==> images/congestion.png <==
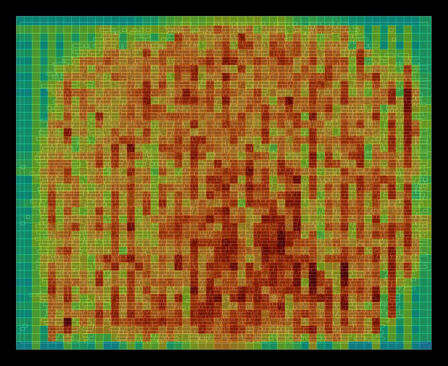
==> images/metal_density.png <==
The bar under the picture is 100 um long. The die is cut into 36 by 29 equal tiles; black is low, pale yellow is high, scaled to the fullest tile. Values are wire area over tile area, all layers added.
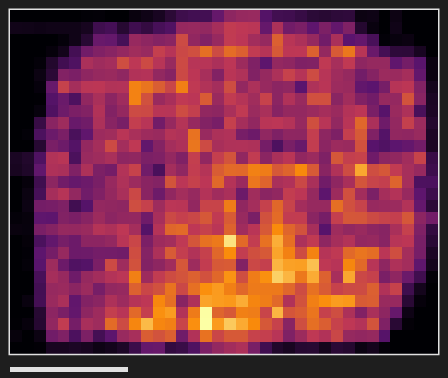
[src/rtl/rf_param.sv]
// Parametrised multi-port register file with registered reads, optional
// write-to-read bypass and a per-register busy scoreboard for hazard detection.
module rf_param #(
  parameter int DATA_W   = 32,
  parameter int ADDR_W   = 5,
  parameter int NUM_READ = 2,
  parameter int BYPASS   = 1,
  parameter int ZERO_REG = 1
) (
  input  logic                         clock,
  input  logic                         reset,
  input  logic                         read_enabled,
  input  logic [NUM_READ*ADDR_W-1:0]   read_addr,
  output logic [NUM_READ*DATA_W-1:0]   read_data,
  output logic [NUM_READ-1:0]          read_busy,
  input  logic                         write_enabled,
  input  logic [ADDR_W-1:0]            write_addr,
  input  logic [DATA_W-1:0]            write_data,
  input  logic                         reserve_enabled,
  input  logic [ADDR_W-1:0]            reserve_addr
);

  localparam int DEPTH = 1 << ADDR_W;

  logic [DATA_W-1:0]          mem_q [DEPTH];
  logic [DATA_W-1:0]          mem_d [DEPTH];
  logic [DEPTH-1:0]           busy_q, busy_d;
  logic [NUM_READ*DATA_W-1:0] read_data_q, read_data_d;
  logic [NUM_READ-1:0]        read_busy_q, read_busy_d;
  logic                       write_ok, reserve_ok;

  // Register 0 neither accepts writes nor reservations when hardwired to zero.
  always_comb begin
    write_ok   = write_enabled   && !((ZERO_REG != 0) && (write_addr == '0));
    reserve_ok = reserve_enabled && !((ZERO_REG != 0) && (reserve_addr == '0));
  end

  // Reserve is applied after the write clear so a new producer wins the busy bit.
  always_comb begin
    mem_d  = mem_q;
    busy_d = busy_q;
    if (write_ok) begin
      mem_d[write_addr]  = write_data;
      busy_d[write_addr] = 1'b0;
    end
    if (reserve_ok) begin
      busy_d[reserve_addr] = 1'b1;
    end
  end

  always_comb begin
    logic [ADDR_W-1:0] addr;
    addr        = '0;
    read_data_d = read_data_q;
    read_busy_d = read_busy_q;
    if (read_enabled) begin
      for (int k = 0; k < NUM_READ; k++) begin
        addr = read_addr[k*ADDR_W +: ADDR_W];
        if ((ZERO_REG != 0) && (addr == '0)) begin
          read_data_d[k*DATA_W +: DATA_W] = '0;
          read_busy_d[k]                  = 1'b0;
        end else if (write_ok && (write_addr == addr)) begin
          // A same-cycle write always clears busy; only the data depends on bypass.
          read_data_d[k*DATA_W +: DATA_W] = (BYPASS != 0) ? write_data : mem_q[addr];
          read_busy_d[k]                  = 1'b0;
        end else begin
          read_data_d[k*DATA_W +: DATA_W] = mem_q[addr];
          read_busy_d[k]                  = busy_q[addr];
        end
      end
    end
  end

  always_ff @(posedge clock or posedge reset) begin
    if (reset) begin
      for (int i = 0; i < DEPTH; i++) begin
        mem_q[i] <= '0;
      end
      busy_q      <= '0;
      read_data_q <= '0;
      read_busy_q <= '0;
    end else begin
      mem_q       <= mem_d;
      busy_q      <= busy_d;
      read_data_q <= read_data_d;
      read_busy_q <= read_busy_d;
    end
  end

  assign read_data = read_data_q;
  assign read_busy = read_busy_q;

endmodule

[config.mk]
export PLATFORM = sky130hd
export DESIGN_NAME = rf_param
export DESIGN_NICKNAME = d
export VERILOG_FILES = /design/src/rtl/rf_param.sv
export SDC_FILE = /design/constraint.sdc
export NUM_CORES = 2
export LEC_CHECK = 0
export CELL_PAD_IN_SITES_DETAIL_PLACEMENT = 0
export CELL_PAD_IN_SITES_GLOBAL_PLACEMENT = 1
export CORE_ASPECT_RATIO = 0.8
export CORE_MARGIN = 3
export CORE_UTILIZATION = 58
export DETAILED_ROUTE_END_ITERATION = 10
export PLACE_DENSITY = 0.84
export SLEW_MARGIN = 15
export SYNTH_ARGS = -nofsm -noshare
export SYNTH_HDL_FRONTEND = slang
export SYNTH_SLANG_ARGS = --single-unit
export TNS_END_PERCENT = 10
[constraint.sdc]
create_clock -name clock -period 52.3 [get_ports clock]
set_input_delay 5.23 -clock clock [delete_from_list [all_inputs] [get_ports clock]]
set_output_delay 5.23 -clock clock [all_outputs]
set_load 0.005 [all_outputs]
==> flow_metrics.tcl <==
# implementation run metrics
set metrics [dict create \
    critPathBufInv 5 \
    yosysTopAreaCell "dfrtp_1" \
    max-slew-margin-rel 0.156 \
    fill_cells 6812 \
    synthAoiAreaFrac 0.0320 \
    grt_max_degree 154 \
    fin_crit_sh 0.189 \
    hold_end "mem_q[1008]$_DFFE_PP0P_" \
    crit_path_max_fanout 54 \
    io_pins 123 \
    cpPeakStageDelay_ns 0.81 \
    power.total_w 0.00255 \
    routedWlPerCell_um 35.1 \
    n_clock_buffer 152 \
    combPwrFrac 0.201 \
    swShare 0.268 \
    fmax_mhz 101 \
    rsz0062_at_grt "false" \
    num-nonclk-buffers 216 \
    hold_path_class "reg -> reg" \
    top_logic_kind "multiplexers" \
    regArea_um2 28100 \
    hpwl_um 102000 \
    clk_pin_slew_ns 0.06 \
    pg_seq_w 0.00117 \
    edf_count 0 \
    cpLargestDelayFamily "buffers and inverters" \
    ys_seq_frac 0.477 \
    largestClassByArea "multi-input combinational cells" \
    fin_cells 5117 \
    p_seq_frac 0.458 \
    hold_viol 0 \
    holdPathStages 0 \
    startpoint_type "input port" \
    topCellsByArea "dfrtp_1, mux4_2, mux2_2, clkbuf_1, mux2i_1" \
    die_x_um 362 \
    min_from "mem_q[1008]$_DFFE_PP0P_" \
    adder_share 0 \
    cp_cell_sequence "buf_8 -> buf_4 -> buf_4 -> buf_4 -> buf_4 -> mux4_2 -> mux4_2 -> nor2b_1 -> or3_1" \
    synth.most_common_cell "dfrtp_1" \
    place.gp.congestion 0.853 \
    numSequentialCells 1122 \
    lay_top_cells "dfrtp_1, mux2_2, mux4_2" \
    path_class "in -> reg" \
    cap_violations 0 \
    yosys_most_used_dff "dfrtp_1" \
    simple_gate_area_frac 0.0326 \
    netlist_area_um2 58800 \
    grt_pass1_vias 39300 \
    setup_tns_ns 0 \
    cts_setup_buffers 0 \
    n_antenna_cell 3 \
    p_leak_nw 27.6 \
    ys_warn_count 0 \
    r2r_cells 4 \
    die-height_um 291 \
    via_per_inst 7.30 \
    status "finished, final reports clean" \
    coreArea_um2 99600 \
]
Notes on congestion.png above:
met1 Resource Use GR: 0.485
GRT Overall Usage: 0.347

Notes on metal_density.png above:
nearly empty tiles: 9.0%
emptiest ninth of the die: north-west
tiles over half the peak: 28%
mean over tiles: 0.29
densest ninth of the die: south

## worst max path at each step
stage	start	to	cells past startpoint
after detailed placement	read_addr[5]	read_data[34]$_DFFE_PP0P_	9
after global placement	read_addr[5]	read_data[34]$_DFFE_PP0P_	9
after floorplan	reset	busy_q[0]$_DFF_PP0_	1
after global routing	read_addr[5]	read_data[63]$_DFFE_PP0P_	9
after CTS	read_addr[5]	read_data[63]$_DFFE_PP0P_	9
final	read_addr[5]	read_data[63]$_DFFE_PP0P_	9
## sequential cells by signal (all words and copies together), names as in the netlist
signal	count
read_busy	2
read_data	64
mem_q	1024
busy_q	32
## layer usage
layer  share of wire  vias up  global-route usage
li1                -    14500                   -
met1            0.39    20300               0.485
met2            0.46     2035               0.527
met3            0.10      456              0.0885
met4           0.047        4               0.139
met5         0.00015        -                   0
